Zoomed window:
Scale bar: 5 um. Window x 157 to 177, y 225 to 245 um. Cells in gray, sequential cells in the stronger gray; small squares are vias.
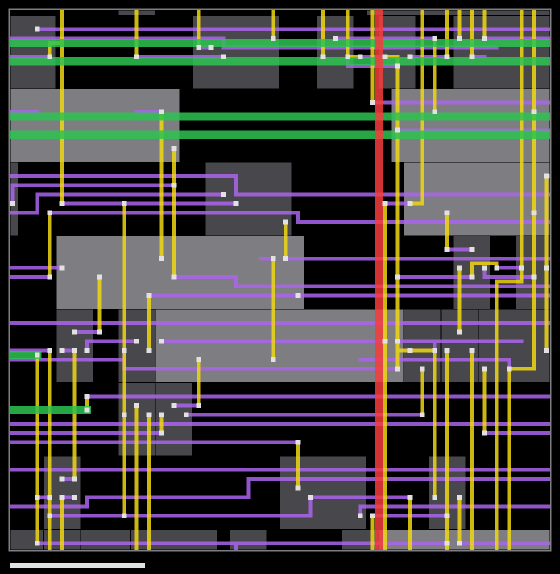
Sequential cells grouped by signal name:
Scale bar: 100 um. Other sequential cells in the stronger gray, the rest of the logic in the fainter gray.
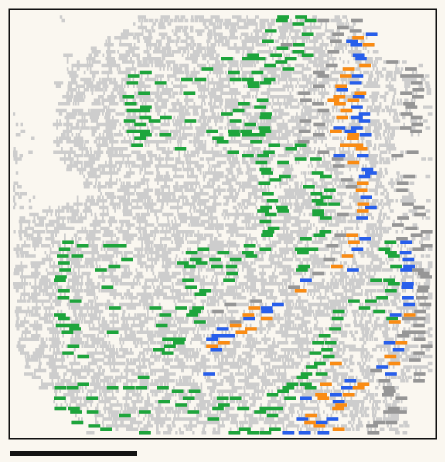
Track usage over the die:
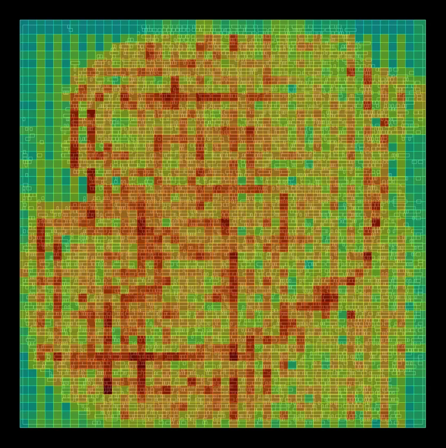
==> src/rtl/alu_mul_pkg.sv <==
// alu_mul_pkg: shared widths and Wallace-tree row counts for the ALU multiply path
package alu_mul_pkg;
    localparam int MUL_W      = 32;
    localparam int PROD_W     = 64;
    localparam int MUL_STAGES = 3;
    localparam int CSA_LEVELS = 8;
    localparam int S1_LEVELS  = 4;
    // Rows entering each CSA level; the last entry is the sum/carry pair.
    localparam int LVL_ROWS [0:8] = '{33, 22, 15, 10, 7, 5, 4, 3, 2};
endpackage

==> src/rtl/csa_3to2.sv <==
// csa_3to2: row of full adders compressing three vectors into sum and shifted carry
module csa_3to2 #(
    parameter int WIDTH = 64
) (
    input  logic [WIDTH-1:0] x,
    input  logic [WIDTH-1:0] y,
    input  logic [WIDTH-1:0] z,
    output logic [WIDTH-1:0] sum,
    output logic [WIDTH-1:0] carry
);
    assign sum   = x ^ y ^ z;
    assign carry = ((x & y) | (x & z) | (y & z)) << 1;
endmodule

==> src/rtl/wallace_mul_pipe.sv <==
// wallace_mul_pipe: 3-stage pipelined Wallace-tree multiplier with valid/ready on both sides
module wallace_mul_pipe
    import alu_mul_pkg::*;
#(
    parameter int WIDTH     = MUL_W,
    parameter bit SIGNED_EN = 1'b1
) (
    input  logic                 clk,
    input  logic                 reset,
    input  logic                 in_valid,
    output logic                 in_ready,
    input  logic [WIDTH-1:0]     a,
    input  logic [WIDTH-1:0]     b,
    input  logic                 is_signed,
    output logic                 out_valid,
    input  logic                 out_ready,
    output logic [2*WIDTH-1:0]   product
);
    localparam int PW   = 2 * WIDTH;
    localparam int MAXR = LVL_ROWS[0];
    localparam int S1R  = LVL_ROWS[S1_LEVELS];

    logic            sgn, adv, v1, v2, v3;
    logic [PW-1:0]   ax;
    logic [PW-1:0]   t [0:CSA_LEVELS-1][0:MAXR-1];
    logic [PW-1:0]   o [0:CSA_LEVELS-1][0:MAXR-1];
    logic [PW-1:0]   s1_row [0:S1R-1];
    logic [PW-1:0]   s2_sum, s2_carry;

    assign sgn       = SIGNED_EN & is_signed;
    assign ax        = {{WIDTH{sgn & a[WIDTH-1]}}, a};
    assign adv       = !v3 | out_ready;
    assign in_ready  = adv;
    assign out_valid = v3;

    // Signed mode inverts the top row and adds 2^(WIDTH-1) to negate b's sign weight.
    for (genvar j = 0; j < WIDTH; j++) begin : g_pp
        assign t[0][j] = b[j] ? ((sgn && j == WIDTH - 1) ? ~ax : ax) << j : '0;
    end
    assign t[0][WIDTH] = (sgn & b[WIDTH-1]) ? PW'(1) << (WIDTH - 1) : '0;

    for (genvar l = 0; l < CSA_LEVELS; l++) begin : g_lvl
        localparam int N = LVL_ROWS[l];
        localparam int K = N / 3;
        localparam int R = N % 3;
        localparam int M = LVL_ROWS[l+1];
        for (genvar i = 0; i < K; i++) begin : g_csa
            csa_3to2 #(.WIDTH(PW)) u_csa (
                .x     (t[l][3*i]),
                .y     (t[l][3*i+1]),
                .z     (t[l][3*i+2]),
                .sum   (o[l][2*i]),
                .carry (o[l][2*i+1])
            );
        end
        for (genvar i = 0; i < R; i++) begin : g_pass
            assign o[l][2*K+i] = t[l][3*K+i];
        end
        for (genvar i = M; i < MAXR; i++) begin : g_zero
            assign o[l][i] = '0;
        end
    end

    // Level S1_LEVELS is fed from the S1 register rather than combinationally.
    for (genvar l = 1; l < CSA_LEVELS; l++) begin : g_link
        for (genvar j = 0; j < MAXR; j++) begin : g_row
            if (l == S1_LEVELS && j < S1R) begin : g_reg
                assign t[l][j] = s1_row[j];
            end else if (l == S1_LEVELS) begin : g_nil
                assign t[l][j] = '0;
            end else begin : g_comb
                assign t[l][j] = o[l-1][j];
            end
        end
    end

    always_ff @(posedge clk or posedge reset) begin
        if (reset) begin
            v1       <= 1'b0;
            v2       <= 1'b0;
            v3       <= 1'b0;
            s1_row   <= '{default: '0};
            s2_sum   <= '0;
            s2_carry <= '0;
            product  <= '0;
        end else if (adv) begin
            v1 <= in_valid;
            v2 <= v1;
            v3 <= v2;
            for (int i = 0; i < S1R; i++) s1_row[i] <= o[S1_LEVELS-1][i];
            s2_sum   <= o[CSA_LEVELS-1][0];
            s2_carry <= o[CSA_LEVELS-1][1];
            if (v2) product <= s2_sum + s2_carry;
        end
    end
endmodule
==> config.mk <==
export PLATFORM = sky130hd
export DESIGN_NAME = wallace_mul_pipe
export DESIGN_NICKNAME = d
export VERILOG_FILES = /design/src/rtl/alu_mul_pkg.sv /design/src/rtl/csa_3to2.sv /design/src/rtl/wallace_mul_pipe.sv
export SDC_FILE = /design/constraint.sdc
export NUM_CORES = 2
export LEC_CHECK = 0
export CAP_MARGIN = 20
export CORE_AREA = 2 2 332 334
export CTS_CLUSTER_SIZE = 12
export DETAILED_ROUTE_END_ITERATION = 10
export DIE_AREA = 0 0 334 336
export PLACE_DENSITY_LB_ADDON = 0.12
export SLEW_MARGIN = 20
export SYNTH_ARGS = -nofsm -noshare
export SYNTH_HDL_FRONTEND = slang
export SYNTH_SLANG_ARGS = --single-unit
==> constraint.sdc <==
create_clock -name clk -period 22 [get_ports clk]
set_input_delay 4.4 -clock clk [delete_from_list [all_inputs] [get_ports clk]]
set_output_delay 4.4 -clock clk [all_outputs]
set_load 0.05 [all_outputs]
==> results.json <==
{
  "drive_above_1_share_pct": 3.67,
  "h-tree-depth": 2,
  "hold_viol": 0,
  "drt_wl_total_mm": 143,
  "ys_seq_share_pct": 22.4,
  "r2r_slack_ps": 18590,
  "drv_slew": 0,
  "crit_required_ps": 17600,
  "numSynthFlops": 483,
  "skew_ps": 38.3,
  "coreArea_um2": 108000,
  "crit_fanout": 59,
  "antenna_found_initial": 6,
  "rsz0062_at_grt": "no",
  "cts_tree": "built",
  "grt_pass1_wl_mm": 229,
  "topCellsByArea": "fa_1 (38%), dfrtp_1 (22%), nand2_1 (14%), inv_1 (6.3%), and2_1 (4.7%)",
  "synth.avg_cell_area_um2": 9.09,
  "holdPathStages": 2,
  "clockPowerShare_pct": 12.6,
  "flop_cell": "dfrtp_1",
  "finalClockPeriodUsage_pct": 47.6,
  "tool_warnings": 38,
  "fill_cells": 10100,
  "layoutNonFillerInstCount": 7300,
  "crit_path_end_kind": "primary output",
  "tns_ps": 0,
  "rr_startpoint": "out_valid",
  "largest_cell_class": "combinational gates",
  "outcome": "finished, final reports clean",
  "nClkBuffers": 77,
  "ant_nets": 0,
  "worstPathArrival_ps": 6080,
  "clk_share_pct": 3.78,
  "ios": 135,
  "yosysTopAreaCellShare_pct": 38.0,
  "hold_path.startpoint": "s2_sum[6]",
  "top_cell": "nand2_1",
  "pwr-share-comb_pct": 68.7,
  "clkLatencyLatePin_ps": 670,
  "synth.largest_area_cell": "fa_1",
  "synthesis.nets": 7228,
  "p_leak_nw": 29.8,
  "initCoreUtil_pct": 49.8,
  "gr-total-overflow": 0,
  "ys_warn_count": 0,
  "ff2ff_path_depth": 7,
  "critical_path.reg2reg.endpoint": "s1_row[220]",
  "p_seq_share_pct": 18.7,
  "sw_frac_of_total_pct": 49.5,
  "ys_async_sr_fraction_pct": 100,
  "yosysUniqueCellTypes": 72,
  "crit_end": "in_ready",
  "antenna_cells": 2,
  "common_cells": "nand2_1 (1951), fa_1 (1024), inv_1 (908)",
  "cts_resized": 0,
  "ys_cells": 5941,
  "rows": 121,
  "comb_area_um2": 37100,
  "holdPathEnd": "s2_sum[6]",
  "synth-edff-count": 0,
  "layout_top_cells": "nand2_1 (1950), fa_1 (1024), inv_1 (907)",
  "clockRootBuffer": "clkbuf_16",
  "crit_type": "input pin to primary output",
  "worstHoldPathType": "register to register",
  "post_cts_buffers": 0,
  "die_area_um2": 112000,
  "port_buffers": 134,
  "taps": 1414,
  "startpoint": "out_ready",
  "max_freq_mhz": 95.4,
  "syn_area_um2": 54000,
  "cts_sinks": 483,
  "vdd_drop_max_uv": 87.2,
  "switching_power_mw": 4.34,
  "dp_hpwl_mm": 105,
  "period_minus_slack_ps": 10480,
  "dr.pass1.iters": 5,
  "avgViaCountPerCell": 5.19,
  "sh_comb_area_pct": 63.8,
  "placedCellCount": 7188,
  "max_cap_violations": 0,
  "setup_viol": 0,
  "cp-start-kind": "input pin",
  "nonClkBufAreaFrac_pct": 2.67,
  "drt-initial-drc-count": 2623,
  "cts_hold_buf": 0,
  "holdWs_ps": 464,
  "logic_gates": 4201,
  "die_w_um": 334,
  "max-slew-margin-rel_pct": 30.2,
  "area_growth_syn_to_layout_pct": 7.79,
  "wire_per_inst_um": 19.5,
  "internal_power_mw": 4.43,
  "flops": 483,
  "inv_count": 909,
  "synth_cells": 5941,
  "yosysChipArea_um2": 54000,
  "fin_nets": 7122,
  "buffers": 181,
  "clkTransAtPathRegs_ps": 60,
  "routabilityCongestion": 0.844,
  "drc": 0,
  "clockBufferDepth": 3,
  "power_density_nw_per_um2": 151,
  "cts_buffers": 59,
  "grt_pass1_vias": 39500,
  "worst_pin_slew_ps": 1050,
  "power.total_mw": 8.77,
  "vias": 37900,
  "layout_top_cell": "nand2_1",
  "die_y_um": 336,
  "grt_max_degree": 180
}
Notes on 'zoomed window' above:
yellow -> metal 2
purple -> metal 1
red -> metal 4
green -> metal 3
most frequent = nand2_1 (12), dfrtp_1 (5), xnor2_1 (3)
netlist names of flops here include = `s1_row` (5)
cells with their middle in the window = 21
sequential cells in the window = 5

Notes on 'sequential cells grouped by signal name' above:
orange -> `s2_carry`  # flops 55
blue -> `s2_sum`  # flops 64
green -> `s1_row`  # flops 264
Layout Utilization: 53.7%
sequential cell area share: 20.8%
Seq. pwr: 1.64 mW
register area: 12100 um2

Notes on 'track usage over the die' above:
GR Layer Usage met3: 6.98%
grt peak-use layer: met1
met1 usage: 41.3%
met2 Use GR: 36.9%
GR Util All Layers: 26.5%

[power by group through the flow]
stage | sequential, mW | combinational [mW] | clock, mW
2_1_floorplan | 1.77 | 4.08 | 0
3_3_place_gp | 1.64 | 5.93 | 0
3_5_place_dp | 1.66 | 6.02 | 0
4_1_cts | 1.64 | 6.07 | 1.13
5_1_grt | 1.69 | 6.99 | 1.16
6_report | 1.64 | 6.02 | 1.10
[critical path, stage by stage]
cell,delay [ps]
clkdlybuf4s50_1,500
nor2b_4,60
inv_8,240
clkdlybuf4s50_1,870
[per-stage QoR]
stage               setup slack [ps]  area (um2)  util, %
finish                         11520       58200     53.7
global route                   11440       58200     53.7
CTS                            11500       58200     53.7
detailed placement             11500       56000     51.6
global placement               11500       56000     51.6
floorplan                       4120       54000        -
[metal layers]
layer / GRT usage (%) / vias up / routed length (um)
met2: 36.9 / 1153 / 58100
met5: 0 / - / 23
met1: 41.3 / 19400 / 68600
met3: 6.98 / 177 / 13200
met4: 5.49 / 4 / 2630
li1: - / 17200 / -
[flip-flops by register name, indices dropped and copies added, names as in the netlist]
name       count
s1_row       264
product       64
v2             1
o             33
s2_sum        64
s2_carry      55
out_valid      1
v1             1
[cell families (layout without fill, tap and decap cells)]
kind of cell | Yosys count | in the layout | share of synthesized area (%)
multiplexers | 1 | 1 | 0.0209
AND/OR/NAND/NOR | 2502 | 2502 | 19.7
flip-flops | 483 | 483 | 22.4
adder cells (fa/ha/maj) | 1242 | 1242 | 42.9
XOR/XNOR | 163 | 163 | 2.64
AND-OR/OR-AND | 293 | 293 | 3.47
buffers and inverters | 1257 | 1200 | 8.83
other | 0 | 2 | 0
Power is estimated from default activity; no workload was simulated.
